### config.mk
export PLATFORM = sky130hd
export DESIGN_NAME = ssk_rd_stream
export DESIGN_NICKNAME = d
export VERILOG_FILES = /design/src/rtl/ssk_rd_stream.sv
export SDC_FILE = /design/constraint.sdc
export NUM_CORES = 1
export LEC_CHECK = 0
export ABC_AREA = 1
export CAP_MARGIN = 40
export CORE_ASPECT_RATIO = 1.4
export CORE_UTILIZATION = 40
export DETAILED_ROUTE_END_ITERATION = 10
export HOLD_SLACK_MARGIN = 0.1
export PLACE_DENSITY = 0.74
export SLEW_MARGIN = 20
export SYNTH_ARGS = -nofsm -noshare
export SYNTH_HDL_FRONTEND = slang
export SYNTH_SLANG_ARGS = --single-unit
export TNS_END_PERCENT = 100
### constraint.sdc
create_clock -name clk -period 1.7 [get_ports clk]
set_input_delay 0.255 -clock clk [delete_from_list [all_inputs] [get_ports clk]]
set_output_delay 0.255 -clock clk [all_outputs]
set_load 0.1 [all_outputs]
### src/rtl/ssk_rd_stream.sv
// Purpose: read a session key region word-by-word and serialize it into a byte stream.
// Ports: start/region request a region; cmd_op/rd_addr/rd_d form the memory read port;
//        out_data/out_valid/out_ready carry the stream; busy/done/err/aborted report status.
// Latency: 2 cycles start->first byte, 5 cycles per word, done 5N+1 cycles after start.
// Backpressure: out_data holds while out_valid & !out_ready; clr_ssk/ss_expire abort at once.
module ssk_rd_stream #(
  parameter bit MSB_FIRST = 1'b1
) (
  input  logic        clk,
  input  logic        rst_n,
  input  logic        start,
  input  logic [2:0]  region,
  input  logic        clr_ssk,
  input  logic        ss_expire,
  output logic [2:0]  cmd_op,
  output logic [3:0]  rd_addr,
  input  logic [31:0] rd_d,
  output logic [7:0]  out_data,
  output logic        out_valid,
  input  logic        out_ready,
  output logic        busy,
  output logic        done,
  output logic        err,
  output logic        aborted
);

  typedef enum logic [1:0] {IDLE, LOAD, SEND, DONE} state_t;

  state_t      state, state_nxt;
  logic [31:0] shreg, shreg_nxt;
  logic [1:0]  byte_cnt, byte_cnt_nxt;
  logic [3:0]  last, last_nxt;
  logic [2:0]  cmd_op_nxt;
  logic [3:0]  rd_addr_nxt;
  logic        out_valid_nxt, busy_nxt, done_nxt, err_nxt, aborted_nxt;

  logic       abort;
  logic       hs;
  logic       region_ok;
  logic [3:0] region_last;
  logic       word_end;

  assign abort     = clr_ssk | ss_expire;
  assign hs        = out_valid & out_ready;
  assign word_end  = hs && (byte_cnt == 2'd3);
  // Codes 0 and 1 have no key region behind them.
  assign region_ok = (region[2:1] != 2'b00);

  always_comb begin
    case (region[2:1])
      2'b11:   region_last = 4'd11;
      2'b10:   region_last = 4'd7;
      2'b01:   region_last = 4'd3;
      default: region_last = 4'd0;
    endcase
  end

  assign out_data = MSB_FIRST ? shreg[31:24] : shreg[7:0];

  // State register
  always_ff @(posedge clk or negedge rst_n) begin
    if (!rst_n) state <= IDLE;
    else        state <= state_nxt;
  end

  // Next-state logic
  always_comb begin
    state_nxt = state;
    case (state)
      IDLE: if (start && !abort && region_ok) state_nxt = LOAD;
      LOAD: state_nxt = SEND;
      SEND: if (word_end) state_nxt = (rd_addr == last) ? DONE : LOAD;
      DONE: state_nxt = IDLE;
      default: state_nxt = IDLE;
    endcase
    // A clear or expiry kills the stream regardless of where it is.
    if (state != IDLE && abort) state_nxt = IDLE;
  end

  // Output / datapath next values; registered below so every status output is a flop.
  always_comb begin
    cmd_op_nxt    = cmd_op;
    rd_addr_nxt   = rd_addr;
    last_nxt      = last;
    shreg_nxt     = shreg;
    byte_cnt_nxt  = byte_cnt;
    err_nxt       = 1'b0;
    aborted_nxt   = 1'b0;
    out_valid_nxt = (state_nxt == SEND);
    busy_nxt      = (state_nxt != IDLE);
    done_nxt      = (state_nxt == DONE);
    case (state)
      IDLE: begin
        if (start && !abort) begin
          if (region_ok) begin
            cmd_op_nxt  = region;
            rd_addr_nxt = 4'd0;
            last_nxt    = region_last;
          end else begin
            err_nxt = 1'b1;
          end
        end
      end
      LOAD: begin
        shreg_nxt    = rd_d;
        byte_cnt_nxt = 2'd0;
      end
      SEND: begin
        if (hs) begin
          shreg_nxt    = MSB_FIRST ? {shreg[23:0], 8'h00} : {8'h00, shreg[31:8]};
          byte_cnt_nxt = byte_cnt + 2'd1;
          if (word_end && rd_addr != last) rd_addr_nxt = rd_addr + 4'd1;
        end
      end
      DONE: begin
        cmd_op_nxt  = 3'd0;
        rd_addr_nxt = 4'd0;
      end
      default: ;
    endcase
    if (state != IDLE && abort) begin
      aborted_nxt  = 1'b1;
      cmd_op_nxt   = 3'd0;
      rd_addr_nxt  = 4'd0;
      byte_cnt_nxt = 2'd0;
      // Do not leave key bytes sitting in the shift register after a kill.
      shreg_nxt    = 32'd0;
    end
  end

  always_ff @(posedge clk or negedge rst_n) begin
    if (!rst_n) begin
      cmd_op    <= 3'd0;
      rd_addr   <= 4'd0;
      last      <= 4'd0;
      shreg     <= 32'd0;
      byte_cnt  <= 2'd0;
      out_valid <= 1'b0;
      busy      <= 1'b0;
      done      <= 1'b0;
      err       <= 1'b0;
      aborted   <= 1'b0;
    end else begin
      cmd_op    <= cmd_op_nxt;
      rd_addr   <= rd_addr_nxt;
      last      <= last_nxt;
      shreg     <= shreg_nxt;
      byte_cnt  <= byte_cnt_nxt;
      out_valid <= out_valid_nxt;
      busy      <= busy_nxt;
      done      <= done_nxt;
      err       <= err_nxt;
      aborted   <= aborted_nxt;
    end
  end

endmodule

==> flow_metrics.py, run 1 <==
# Physical implementation metrics
metrics = {
    "yosys": {
        "avgSynthCellArea_um2": 8.72,
        "yosys_cells": 287,
        "yosysTopAreaCellShare_pct": 51.0,
        "synth.most_common_cell": "nand2_1",
        "ys_top_cells_by_count": "nand2_1, dfrtp_1, a22oi_1, inv_1, o21ai_1",
        "yosys_area_um2": 2500,
    },
    "worst_setup_path": {
        "worstSetupPathType": "register to register",
        "r2r_cells": 9,
        "rr_endpoint": "shreg[16]$_DFFE_PN0P_",
        "endpoint_kind": "register",
        "crit_family": "buffers and inverters",
    },
    "final_layout": {
        "non_clock_inverter_count": 22,
        "instances_no_fill": 421,
        "comb_area_share_pct": 28.6,
    },
    "detailed_routing": {
        "via_count": 2072,
    },
    "final_timing": {
        "setup_ws_ns": 0.142,
        "fmax_mhz": 642,
        "fin_tns_setup_ns": 0,
        "period_needed_ns": 1.56,
        "slew_headroom_pct": 70.3,
    },
    "global_route": {
        "overflow": 0,
        "grt_pass1_vias": 2002,
    },
    "cts": {
        "cts.clk_slew.worst_paths_ns": 0.09,
    },
    "pwr": {
        "p_int_uw": 3540,
        "pwr-share-seq_pct": 29.1,
    },
    "run_status": {
        "status": "complete, no violations",
    },
    "floorplanning": {
        "coreArea_um2": 5950,
    },
    "placed_design": {
        "placed_cells": 413,
    },
}
-- run 1: layer usage --
metal	track usage, %	up-vias	routed length, µm
met5	0	-	0
met4	7.14	0	113
met3	3.11	9	151
met2	27.3	40	2550
met1	25.1	956	2380
li1	-	1067	-
-- run 1: cells by family after synthesis --
family / after synthesis / share of synthesized area, %
xor+xnor: 2 / 0.700
flops: 51 / 51.0
buf+inv: 42 / 9.35
compound gates: 64 / 15.3
fa+ha+maj: 6 / 3.00
simple gates: 122 / 20.6
-- run 1: repair_timing --
action                     CTS  global route
hold buffers                 1             0
hold endpoints to repair    17             0
gates resized                0             5
setup endpoints to repair    0            44
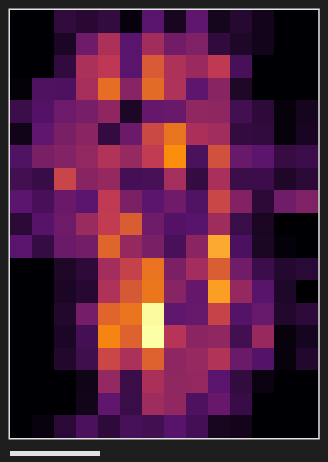
**Above:** run 1 (wire density map).
Bar = 20 µm. 14 x 19 tiles, from black (low) to pale yellow (high), scaled to the fullest tile. Values are wire area over tile area, all layers added.
nearly empty tiles: 19%
tiles over half the peak: 12%
fullest tile: 0.50
mean over tiles: 0.12

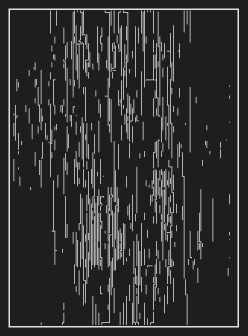
**Above:** run 1 (signal wires on met2).
nets with wire on the layer: 305
main direction: vertical
share of all routed wire: 49%
longest straight run: 30.8 µm
wire length on this layer: 2550 µm

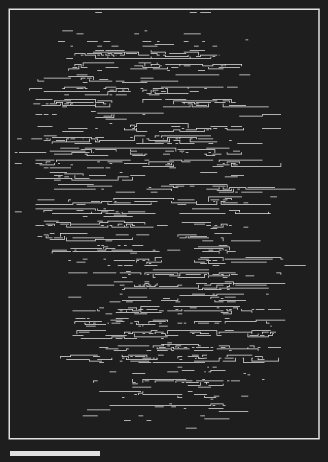
**Above:** run 1 (met1 routing).
Bar = 20 µm.
wire length on this layer: 2380 µm
nets with wire on the layer: 350
routing usage on met1: 25.1%
final WL: 5190 µm

**Run 1: track usage over the die**

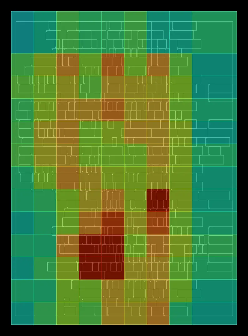

==> run 2: changes to the inputs <==
--- a/config.mk
+++ b/config.mk
@@ -8,10 +8,10 @@
 export ABC_AREA = 1
 export CAP_MARGIN = 40
 export CORE_ASPECT_RATIO = 1.4
-export CORE_UTILIZATION = 40
+export CORE_UTILIZATION = 35
 export DETAILED_ROUTE_END_ITERATION = 10
 export HOLD_SLACK_MARGIN = 0.1
-export PLACE_DENSITY = 0.74
+export PLACE_DENSITY = 0.67
 export SLEW_MARGIN = 20
 export SYNTH_ARGS = -nofsm -noshare
 export SYNTH_HDL_FRONTEND = slang
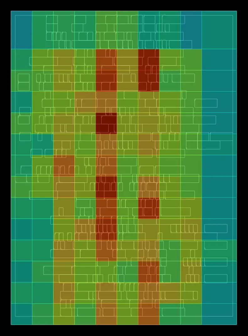
**Above:** run 2 (track usage over the die).
Avg WL per Cell: 12.0 µm
GR peak layer: met2
grt met2 use: 23.9%
overall routing resource usage: 14.9%
routing usage on met1: 19.2%

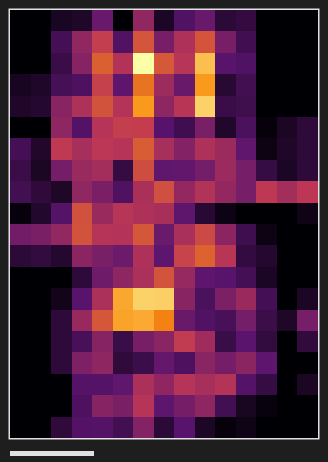
**Above:** run 2 (wire density map).
Bar = 20 µm. 15 x 20 tiles, from black (low) to pale yellow (high), scaled to the fullest tile. Values are wire area over tile area, all layers added.
nearly empty tiles: 22%
mean over tiles: 0.11
emptiest ninth of the die: top right
densest ninth of the die: top middle
vias post-DR: 2095
final WL: 5430 µm

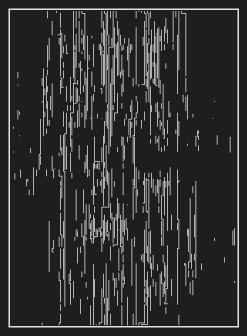
**Above:** run 2 (signal wires on met2).
share of all routed wire: 50%
main direction: vertical
wire length on this layer: 2730 µm

==> flow_metrics.py, run 2 <==
# Physical implementation metrics
metrics = {
    "yosys": {
        "mux_share_pct": 0,
        "ys_top_cells_by_count": "nand2_1, dfrtp_1, a22oi_1, inv_1, o21ai_1",
        "simple_gate_area_share_pct": 20.6,
        "topCombFamilyByArea": "simple AND/OR/NAND/NOR gates",
        "xor_share_pct": 0.700,
        "synth.most_common_cell": "nand2_1",
        "adder_share_pct": 3.00,
        "yosysTopAreaCellShare_pct": 51.0,
        "synthAoiAreaFrac_pct": 15.3,
        "avgSynthCellArea_um2": 8.72,
        "yosys_cells": 287,
        "yosys_area_um2": 2500,
    },
    "worst_setup_path": {
        "crit_family": "buffers and inverters",
        "r2r_cells": 8,
        "rr_endpoint": "shreg[20]$_DFFE_PN0P_",
    },
    "final_timing": {
        "slew_headroom_pct": 71.0,
        "fin_tns_setup_ns": 0,
        "fmax_mhz": 633,
        "period_needed_ns": 1.58,
    },
    "pwr": {
        "pwr-share-seq_pct": 27.9,
    },
    "floorplanning": {
        "coreArea_um2": 6940,
        "die_x_um": 73.5,
    },
    "detailed_routing": {
        "highest_layer": "met4",
        "wl_met1_um": 2360,
        "wl_met2_um": 2730,
        "wl_met3_um": 200,
    },
    "cts": {
        "cts.clk_slew.worst_paths_ns": 0.10,
        "cts_hold_buf": 1,
        "postCtsResizedCells": 2,
    },
    "global_route": {
        "grt_pass1_vias": 1941,
        "overflow": 0,
    },
    "run_status": {
        "status": "complete, no violations",
    },
}
-- run 2: stage by stage --
| stage | instance area, µm² | instances | setup WS (ns) | total power [µW] |
|---|---|---|---|---|
| global route | 3650 | 451 | 0.0101 | 7540 |
| CTS | 3600 | 450 | 0.0369 | 6920 |
| global placement | 3470 | 441 | -0.0732 | 5950 |
| detailed placement | 3470 | 441 | -0.147 | 6030 |
| finish | 3650 | 451 | 0.120 | 7080 |
| floorplan | 2510 | 287 | 0.0109 | 4780 |
-- run 2: final cells by class --
class,count,area share (%)
Sequential cell,51,35.2
Multi-Input combinational cell,194,27.9
Inverter,22,2.26
Clock inverter,3,1.30
Tap cell,95,3.26
Timing Repair Buffer,81,28.2
Clock buffer,5,1.89
**Run 2: met1 routing**

Bar = 20 µm.
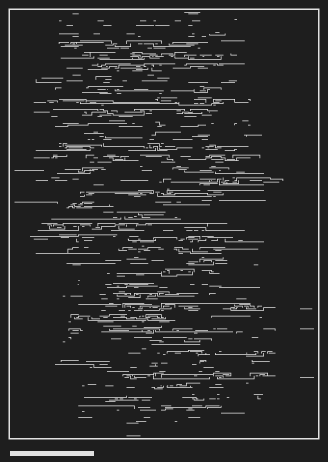

==> run 3: changes to the inputs <==
--- a/config.mk
+++ b/config.mk
@@ -12,6 +12,7 @@
 export DETAILED_ROUTE_END_ITERATION = 10
 export HOLD_SLACK_MARGIN = 0.1
 export PLACE_DENSITY = 0.67
+export SETUP_SLACK_MARGIN = 0.3
 export SLEW_MARGIN = 20
 export SYNTH_ARGS = -nofsm -noshare
 export SYNTH_HDL_FRONTEND = slang
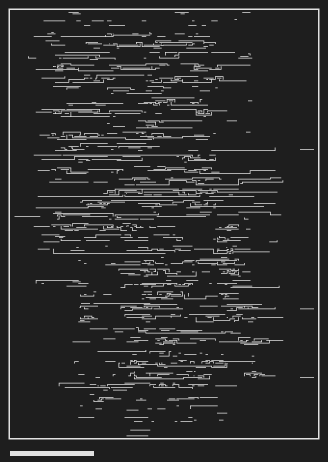
**Above:** run 3 (met1 routing).
Bar = 20 µm.
longest straight run: 30.8 µm
main direction: horizontal
nets with wire on the layer: 366
final WL: 5940 µm
routing usage on met1: 22.3%

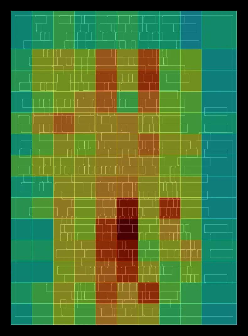
**Above:** run 3 (track usage over the die).
Avg WL per Cell: 12.9 µm
grt met2 use: 27.2%
overall routing resource usage: 17.1%
utilization after layout: 54.5%
global-route met3 utilization: 3.35%

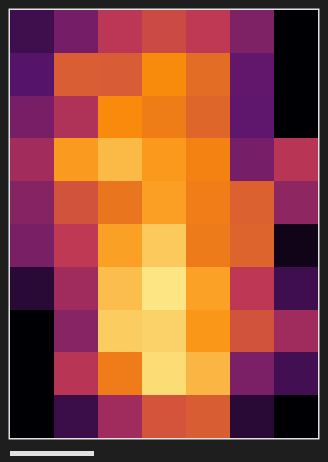
**Above:** run 3 (cell density map).
Bar = 20 µm. 7 x 10 tiles, from black (low) to pale yellow (high), 0 to 100% covered.
mean over tiles: 49%
tiles over 75% full: 20%
nearly empty tiles: 10%
fullest tile: 94%

==> flow_metrics.py, run 3 <==
# Physical implementation metrics
metrics = {
    "run_status": {
        "status": "complete, no violations",
    },
    "final_timing": {
        "slew_headroom_pct": 71.0,
        "fmax_mhz": 654,
        "period_needed_ns": 1.53,
        "setup_ws_ns": 0.170,
    },
    "cts": {
        "postCtsResizedCells": 24,
        "cts_hold_buf": 1,
        "cts.clk_slew.worst_paths_ns": 0.09,
    },
    "placed_design": {
        "placed_cells": 437,
        "place_area_um2": 3450,
        "preCtsSetupSlack_ns": -0.0891,
    },
    "global_route": {
        "overflow": 0,
        "top_usage_layer": "met2",
        "grt_pass1_vias": 2026,
    },
    "detailed_routing": {
        "wl_met3_um": 243,
        "highest_layer": "met4",
        "wl_met2_um": 2970,
    },
    "yosys": {
        "mux_share_pct": 0,
        "simple_gate_area_share_pct": 20.6,
        "yosysTopAreaCellShare_pct": 51.0,
        "ys_top_cells_by_count": "nand2_1, dfrtp_1, a22oi_1, inv_1, o21ai_1",
        "yosys_cells": 287,
        "avgSynthCellArea_um2": 8.72,
    },
    "floorplanning": {
        "die_x_um": 73.5,
    },
    "worst_setup_path": {
        "rr_endpoint": "shreg[29]$_DFFE_PN0P_",
    },
    "pwr": {
        "pwr-share-seq_pct": 27.3,
    },
}
-- run 3: netlist changes by cell type in the layout (fill, tap and decap cells not counted), sizes merged --
cell / change
buf: +8
bufinv: -1
inv: +2
-- run 3: critical path: stages (launching register included) --
cell and delay, ns:
dfrtp_2 0.44, inv_4 0.08, ha_1 0.17, inv_2 0.08, nor2_8 0.16, nand2_4 0.07, nand2_4 0.14, buf_12 0.18
nand2_1 0.06, o21ai_1 0.07
-- run 3: area by class of cell --
type / count / area, µm² / share of cell area, %
multi-input cells: 194 / 1090 / 28.8
flip-flops and latches: 51 / 1290 / 34.2
clock buffers: 6 / 82.6 / 2.19
well taps: 95 / 119 / 3.15
inverters: 22 / 90.1 / 2.38
repair buffers: 88 / 1080 / 28.7
repair inverters: 2 / 10.0 / 0.265
clock inverters: 2 / 13.8 / 0.364
No activity file was given, so power comes from the tool's default toggle rates.
